File: config.mk
export PLATFORM = sky130hd
export DESIGN_NAME = adder_kernel_ctrl
export DESIGN_NICKNAME = d
export VERILOG_FILES = /design/src/rtl/adder_kernel_ctrl.sv
export SDC_FILE = /design/constraint.sdc
export NUM_CORES = 1
export LEC_CHECK = 0
export ABC_AREA = 1
export CORE_AREA = 3 3 178 180
export DETAILED_ROUTE_END_ITERATION = 10
export DIE_AREA = 0 0 181 183
export GPL_TIMING_DRIVEN = 0
export PLACE_DENSITY = 0.62
export SLEW_MARGIN = 25
export SYNTH_ARGS = -nofsm -noshare
export SYNTH_HDL_FRONTEND = slang
export SYNTH_SLANG_ARGS = --single-unit
File: constraint.sdc
create_clock -name i_clk -period 10.09 [get_ports i_clk]
set_input_delay 1.009 -clock i_clk [delete_from_list [all_inputs] [get_ports i_clk]]
set_output_delay 1.009 -clock i_clk [all_outputs]
set_load 0.01 [all_outputs]
File: src/rtl/adder_kernel_ctrl.sv
// Sequencer for the AdderNet L1 kernel array: streams NPASS IF/W vector pairs
// into the kernel, accumulates lane magnitudes and sign counts, returns -(sum).

module adder_kernel_lane #(
    parameter int NBIT   = 8,
    parameter int LSUM_W = 12
) (
    input  logic              en,
    input  logic [NBIT-1:0]   mag,
    input  logic              sign,
    output logic [LSUM_W-1:0] mag_ext,
    output logic              sign_q
);
    assign mag_ext = en ? LSUM_W'(mag) : '0;
    assign sign_q  = en & sign;
endmodule

module adder_kernel_ctrl #(
    parameter int NBIT     = 8,
    parameter int NDATA    = 9,
    parameter int ADDR_W   = 10,
    parameter int PASS_W   = 8,
    localparam int ACC_W   = NBIT + $clog2(NDATA) + PASS_W,
    localparam int NDATA_W = $clog2(NDATA * (2 ** PASS_W) + 1)
) (
    input  logic                  i_clk,
    input  logic                  i_rst,
    input  logic                  i_start,
    input  logic [PASS_W-1:0]     i_npass,
    input  logic [ADDR_W-1:0]     i_base_if,
    input  logic [ADDR_W-1:0]     i_base_w,
    output logic                  o_rd_en,
    output logic [ADDR_W-1:0]     o_if_addr,
    output logic [ADDR_W-1:0]     o_w_addr,
    input  logic [NBIT*NDATA-1:0] i_if_data,
    input  logic [NBIT*NDATA-1:0] i_w_data,
    output logic [NBIT*NDATA-1:0] o_k_if,
    output logic [NBIT*NDATA-1:0] o_k_w,
    input  logic [NBIT*NDATA-1:0] i_k_r,
    input  logic [NDATA-1:0]      i_k_sign,
    output logic                  o_busy,
    output logic                  o_valid,
    input  logic                  i_ready,
    output logic [ACC_W:0]        o_result,
    output logic [NDATA_W-1:0]    o_nsign
);
    localparam int LSUM_W = NBIT + $clog2(NDATA);
    localparam int CNT_W  = $clog2(NDATA + 1);

    localparam logic [1:0] S_IDLE  = 2'd0;
    localparam logic [1:0] S_RUN   = 2'd1;
    localparam logic [1:0] S_DRAIN = 2'd2;
    localparam logic [1:0] S_DONE  = 2'd3;

    logic [1:0]        state;
    logic [PASS_W-1:0] pass_cnt;
    logic              rd_d1;
    logic [ACC_W-1:0]  acc;
    logic [NDATA_W-1:0] nsign;

    logic [NDATA-1:0][LSUM_W-1:0] lane_mag;
    logic [NDATA-1:0]             lane_sign;
    logic [LSUM_W-1:0]            lsum;
    logic [CNT_W-1:0]             lcnt;

    // Kernel is combinational, so read data goes straight through.
    assign o_k_if = i_if_data;
    assign o_k_w  = i_w_data;

    // Lane contributions are zeroed unless this cycle carries read data.
    for (genvar g = 0; g < NDATA; g++) begin : g_lane
        adder_kernel_lane #(.NBIT(NBIT), .LSUM_W(LSUM_W)) u_lane (
            .en      (rd_d1),
            .mag     (i_k_r[g*NBIT +: NBIT]),
            .sign    (i_k_sign[g]),
            .mag_ext (lane_mag[g]),
            .sign_q  (lane_sign[g])
        );
    end

    always_comb begin
        lsum = '0;
        lcnt = '0;
        for (int i = 0; i < NDATA; i++) begin
            lsum = lsum + lane_mag[i];
            lcnt = lcnt + CNT_W'(lane_sign[i]);
        end
    end

    always_ff @(posedge i_clk) begin
        if (i_rst) begin
            state     <= S_IDLE;
            pass_cnt  <= '0;
            o_if_addr <= '0;
            o_w_addr  <= '0;
            rd_d1     <= 1'b0;
            acc       <= '0;
            nsign     <= '0;
        end else begin
            rd_d1 <= (state == S_RUN);
            if (rd_d1) begin
                acc   <= acc + ACC_W'(lsum);
                nsign <= nsign + NDATA_W'(lcnt);
            end
            case (state)
                S_IDLE: begin
                    if (i_start) begin
                        o_if_addr <= i_base_if;
                        o_w_addr  <= i_base_w;
                        pass_cnt  <= i_npass;
                        state     <= (i_npass == '0) ? S_DONE : S_RUN;
                    end
                end
                S_RUN: begin
                    o_if_addr <= o_if_addr + 1'b1;
                    o_w_addr  <= o_w_addr + 1'b1;
                    pass_cnt  <= pass_cnt - 1'b1;
                    if (pass_cnt == PASS_W'(1)) state <= S_DRAIN;
                end
                S_DRAIN: state <= S_DONE;
                S_DONE: begin
                    if (i_ready) begin
                        state <= S_IDLE;
                        acc   <= '0;
                        nsign <= '0;
                    end
                end
                default: state <= S_IDLE;
            endcase
        end
    end

    assign o_rd_en  = (state == S_RUN);
    assign o_busy   = (state != S_IDLE);
    assign o_valid  = (state == S_DONE);
    assign o_result = -{1'b0, acc};
    assign o_nsign  = nsign;
endmodule

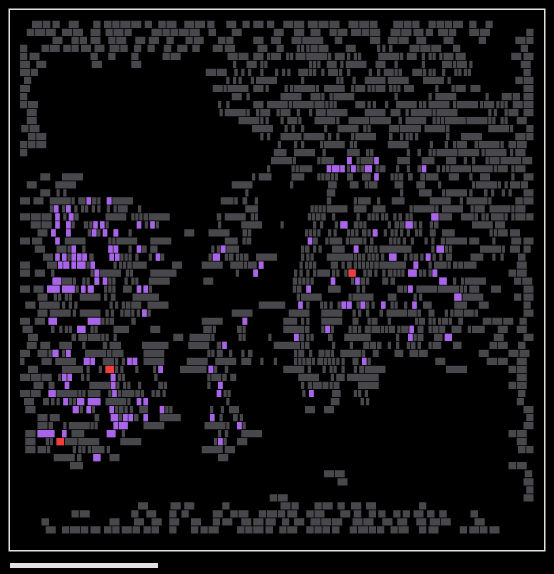
Figure 1: run 1, gate-type map.
Scale bar: 50 µm.
legend:
  non-inverting ao/oa cells:
    colour: red
    cells: 3
    most_used: o21a_1
  aoi and oai cells:
    colour: purple
    cells: 134
    most_used: a21oi_1

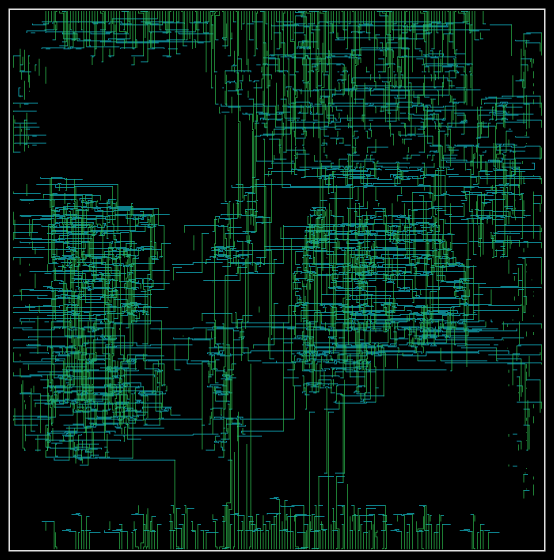
Figure 2: run 1, signal wires by layer.
Two of the layers only.
legend:
  M1:
    colour: cyan
    wire_length: 10500 µm
  M2:
    colour: green
    wire_length: 12900 µm

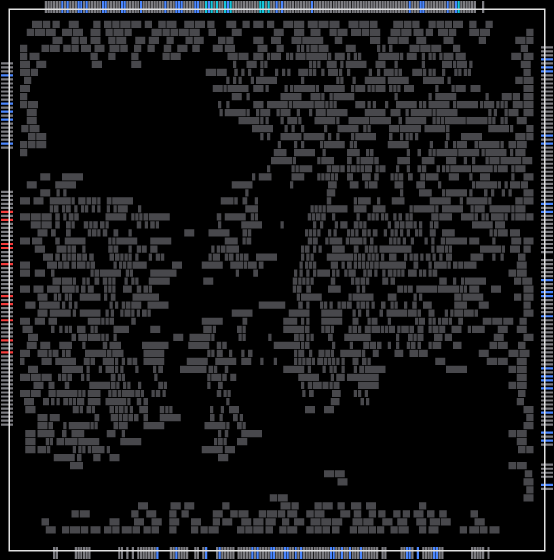
Figure 3: run 1, pin map.
Pins as bars across the die edge, other pins in grey.
legend:
  o_k_w:
    colour: blue
    pins: 72
    direction: output
    edge: 26 north, 22 south, 19 east, 5 west
  i_k_sign:
    colour: cyan
    pins: 9
    direction: input
    edge: north
  o_if_addr:
    colour: red
    pins: 10
    direction: output
    edge: west
all pins by edge: 160 north, 112 south, 104 east, 81 west
die boundary height: 183 µm
Die X-Extent: 181 µm
I/O Buffers: 311

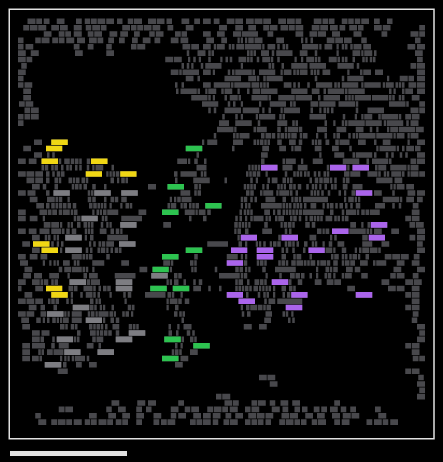
Figure 4: run 1, where the registers sit.
Scale bar: 50 µm.
legend:
  o_nsign:
    colour: green
    flops: 12
  acc:
    colour: purple
    flops: 20
  o_w_addr:
    colour: yellow
    flops: 10
not coloured: 21
total sequential power: 0.400 mW
area taken by flip-flops and latches: 1261 µm²
final core utilization: 0.3960
sequential portion of the cell area: 0.1049

-- run 1: routing by layer --
| metal | part of all wire | vias to the layer above |
|---|---|---|
| li1 | - | 4176 |
| met3 | 0.079 | 10 |
| met1 | 0.41 | 3745 |
| met2 | 0.51 | 300 |
| met5 | 0 | - |
| met4 | 0.0047 | 0 |
-- run 1: registers in the layout, indices dropped and copies added (netlist names) --
name and flops:
rd_d1 1, o_if_addr 10, o_w_addr 10, acc 20, pass_cnt 8, o_nsign 12
state 2
-- run 1: where the power goes --
group / leakage, nW / internal, mW / total [mW] / switching (mW)
sequential: 0.516 / 0.318 / 0.400 / 0.0814
clock: 0.154 / 0.227 / 0.345 / 0.118
combinational: 5.34 / 0.874 / 2.00 / 1.12
==> impl_metrics.yaml, run 1 <==
# implementation run metrics
status:
  status: "completed"
finish:
  layoutNonFillerInstCount: 1921
  layout.non_clock_inverters: 239
  comb_share: 0.3901
  final_common_cell: "sky130_fd_sc_hd__clkdlybuf4s50_1"
  nFillCells: 3140
  lay_top_cells: "sky130_fd_sc_hd__clkdlybuf4s50_1, sky130_fd_sc_hd__nand2_1, sky130_fd_sc_hd__inv_1"
  clkCellAreaFrac: 0.02665
  num-nets-final: 1882
  clkbuf_count: 11
  proportion_of_layout_cells_with_a_drive_suffix_above_1: 0.1246
  dominant_cells: "logic gates"
  final.signal_buffer_count: 485
  flow.area_growth_from_synthesis_pct: 48.56
run:
  stage_log_warnings: 32
  drv.max_cap_violation_count: 0
clocking:
  clock_sinks: 63
  cts_post_setup_buffers_inserted: 0
  cts_tree: "yes"
  cts-hold-fix-buffers: 0
sta:
  worst_clock_skew_ns: 0.01072
  timing.final.crit_period_ns: 6.549
  setup_ws_ns: 3.541
  final_max_slew_viol_count: 0
  finalSetupViolCount: 0
global_route:
  globalRouteOverflowTotal: 0
  antenna_found_initial: 0
  grtUsageMet2: 0.2524
  first_global_vias: 7730
  grt.met1_usage: 0.1828
  grt_util_met3: 0.03491
synthesis:
  postSynthCellCount: 1200
  netlist_area_um2: 8090
  synth.logic.top_family: "buffers and inverters"
  syn_area_per_cell_um2: 6.742
  yosys.area.top_type_share: 0.1559
  yosys_area_um2: 8090
worst_setup_path:
  critPathTopFamily: "adder cells"
  cp-startpoint: "rd_d1"
  critical_path.reg2reg.startpoint: "rd_d1"
  critPathMaxFanout: 10
  worstSetupPathDepth: 30
  critPathMostFrequentCell: "sky130_fd_sc_hd__nand2_1"
  critPathBufInv: 8
  critPathCaptureType: "flop"
detailed_routing:
  wl_per_cell_um: 13.29
  drt-vias-per-instance: 4.285
  route.detailed.drc: 0
  drt-total-wl_um: 25530
  drt_first_pass_iters: 7
min_path:
  hold-path-cell-count: 2
  hold-path-endpoint: "pass_cnt[6]"
placed_design:
  place_congestion: 0.8908
pwr:
  ir_worst_vdd_uv: 147.7
  pwr_density_cell_nw_per_um2: 228.0
--- run 2 (diff from run 1) ---
--- a/config.mk
+++ b/config.mk
@@ -10,7 +10,7 @@
 export DETAILED_ROUTE_END_ITERATION = 10
 export DIE_AREA = 0 0 181 183
 export GPL_TIMING_DRIVEN = 0
-export PLACE_DENSITY = 0.62
+export PLACE_DENSITY = 0.64
 export SLEW_MARGIN = 25
 export SYNTH_ARGS = -nofsm -noshare
 export SYNTH_HDL_FRONTEND = slang
==> constraint.sdc (replaced) <==
create_clock -name i_clk -period 5.4 [get_ports i_clk]
set_input_delay 0.54 -clock i_clk [delete_from_list [all_inputs] [get_ports i_clk]]
set_output_delay 0.54 -clock i_clk [all_outputs]
set_load 0.01 [all_outputs]
==> run 2 against run 1 <==
Effect of this change: cell area increased by 4.4%; hold slack improved by 0.0046 ns; highest routed layer unchanged; fmax increased by 24%; critical path depth decreased by 3.
==> impl_metrics.yaml, run 2 <==
# implementation run metrics
detailed_routing:
  wl_per_cell_um: 13.47
  route.met3.wl_um: 2185
  drt-vias-per-instance: 4.324
  route.detailed.drc: 0
  drt-total-wl_um: 26220
  detailroute.wirelength.met2_um: 13340
  wl_met1_um: 10440
  drt_first_pass_iters: 6
pwr:
  pwr_density_cell_nw_per_um2: 438.6
  power_switching_share: 0.4834
  combinationalPowerShare: 0.760
  top_power_group: "combinational logic"
  clkPwrFrac: 0.103
  p_comb_mw: 4.18
  p_seq_frac: 0.137
  p_int_mw: 2.842
clocking:
  cts_post_setup_buffers_inserted: 11
  cts-hold-fix-buffers: 0
  cts_tree: "yes"
finish:
  clkbuf_count: 9
  dominant_cells: "logic gates"
  comb_share: 0.3944
  layoutNonFillerInstCount: 1947
  nFillCells: 3050
  max_reg_flops: 20
  lay_top_cells: "sky130_fd_sc_hd__clkdlybuf4s50_1, sky130_fd_sc_hd__nand2_1, sky130_fd_sc_hd__inv_1"
  final_common_cell: "sky130_fd_sc_hd__clkdlybuf4s50_1"
  final_core_utilization: 0.4133
  num-nets-final: 1906
  flow.area_growth_from_synthesis_pct: 55.03
  final.signal_buffer_count: 509
  proportion_of_layout_cells_with_a_drive_suffix_above_1: 0.1908
  largest_register: "acc"
floorplanning:
  die_h_um: 183
  die_w_um: 181
synthesis:
  postSynthCellCount: 1200
  syn_area_per_cell_um2: 6.742
  yosys_area_um2: 8090
  netlist_area_um2: 8090
  synth.logic.top_family: "buffers and inverters"
  yosys.area.top_type_share: 0.1559
placed_design:
  place_congestion: 0.8780
  place.port_buffers: 311
run:
  drv.max_cap_violation_count: 0
global_route:
  first_global_vias: 8103
  grt.met1_usage: 0.1830
  antenna_found_initial: 0
  grtUsageMet2: 0.2564
  grt_util_met3: 0.04006
worst_setup_path:
  critPathBufInv: 6
  critPathMostFrequentCell: "sky130_fd_sc_hd__fa_1"
  critPathMaxFanout: 7
  critPathCaptureType: "flop"
  critPathTopFamily: "adder cells"
sta:
  finalSetupViolCount: 0
  timing.final.crit_period_ns: 5.286
status:
  status: "completed"
run 2: cell count changes in the layout (fill, tap and decap cells not counted), moves of 12 or more:
cell,before,now
sky130_fd_sc_hd__buf_4,145,171
sky130_fd_sc_hd__inv_1,236,224
sky130_fd_sc_hd__nand2_1,266,243
sky130_fd_sc_hd__a21oi_2,5,17
sky130_fd_sc_hd__nand2_2,0,20
sky130_fd_sc_hd__a21oi_1,61,49
run 2: worst paths after layout:
kind	startpoint	end	slack (ns)	cells after the start
max	rd_d1	acc[15]	0.11	27
min	o_nsign[7]	o_nsign[7]	0.47	2
max reg2reg	rd_d1	acc[15]	0.11	27
min reg2reg	o_nsign[7]	o_nsign[7]	0.47	2
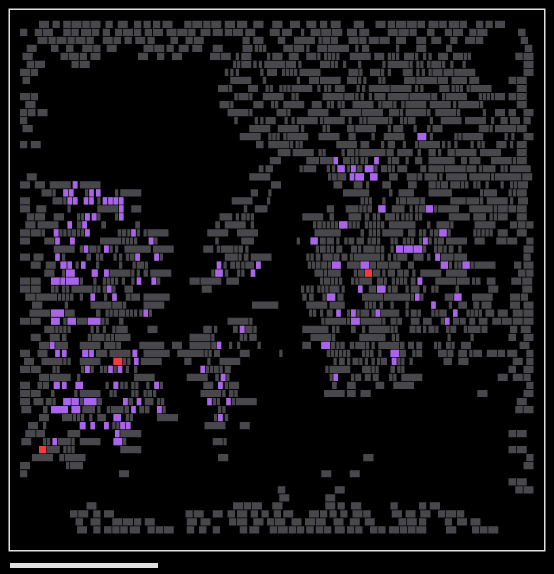
Figure 5: run 2, gate-type map.
Scale bar: 50 µm.
legend:
  aoi and oai cells:
    colour: purple
    cells: 134
    most_used: a21oi_1
  non-inverting ao/oa cells:
    colour: red
    cells: 3
    most_used: o21a_1

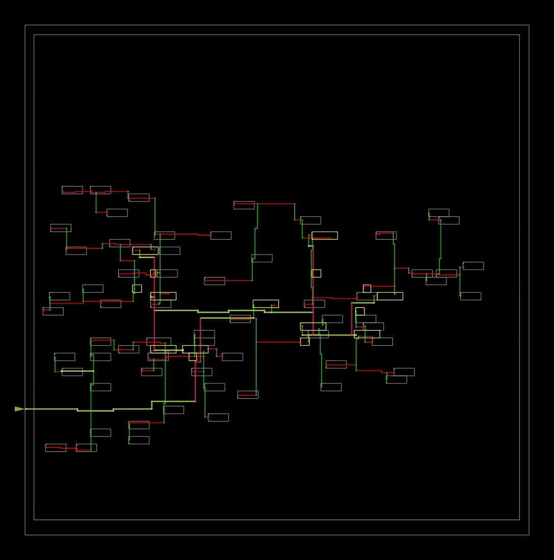
Figure 6: run 2, clock nets.
later-pin clock latency in the skew report: 0.34 ns
Setup Skew: 0.01366 ns

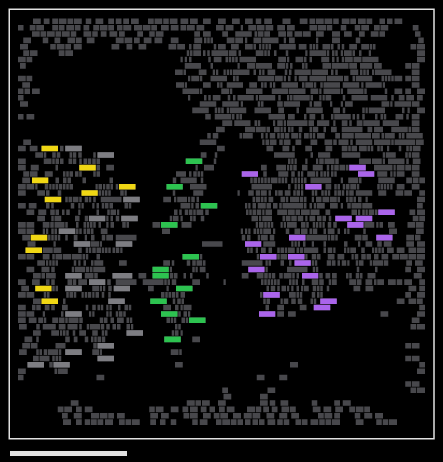
Figure 7: run 2, where the registers sit.
Scale bar: 50 µm.
total sequential power: 0.753 mW
sequential portion of the cell area: 0.1009
area taken by flip-flops and latches: 1265 µm²

Power figures rest on the tool's default switching activity, not on a simulated workload.
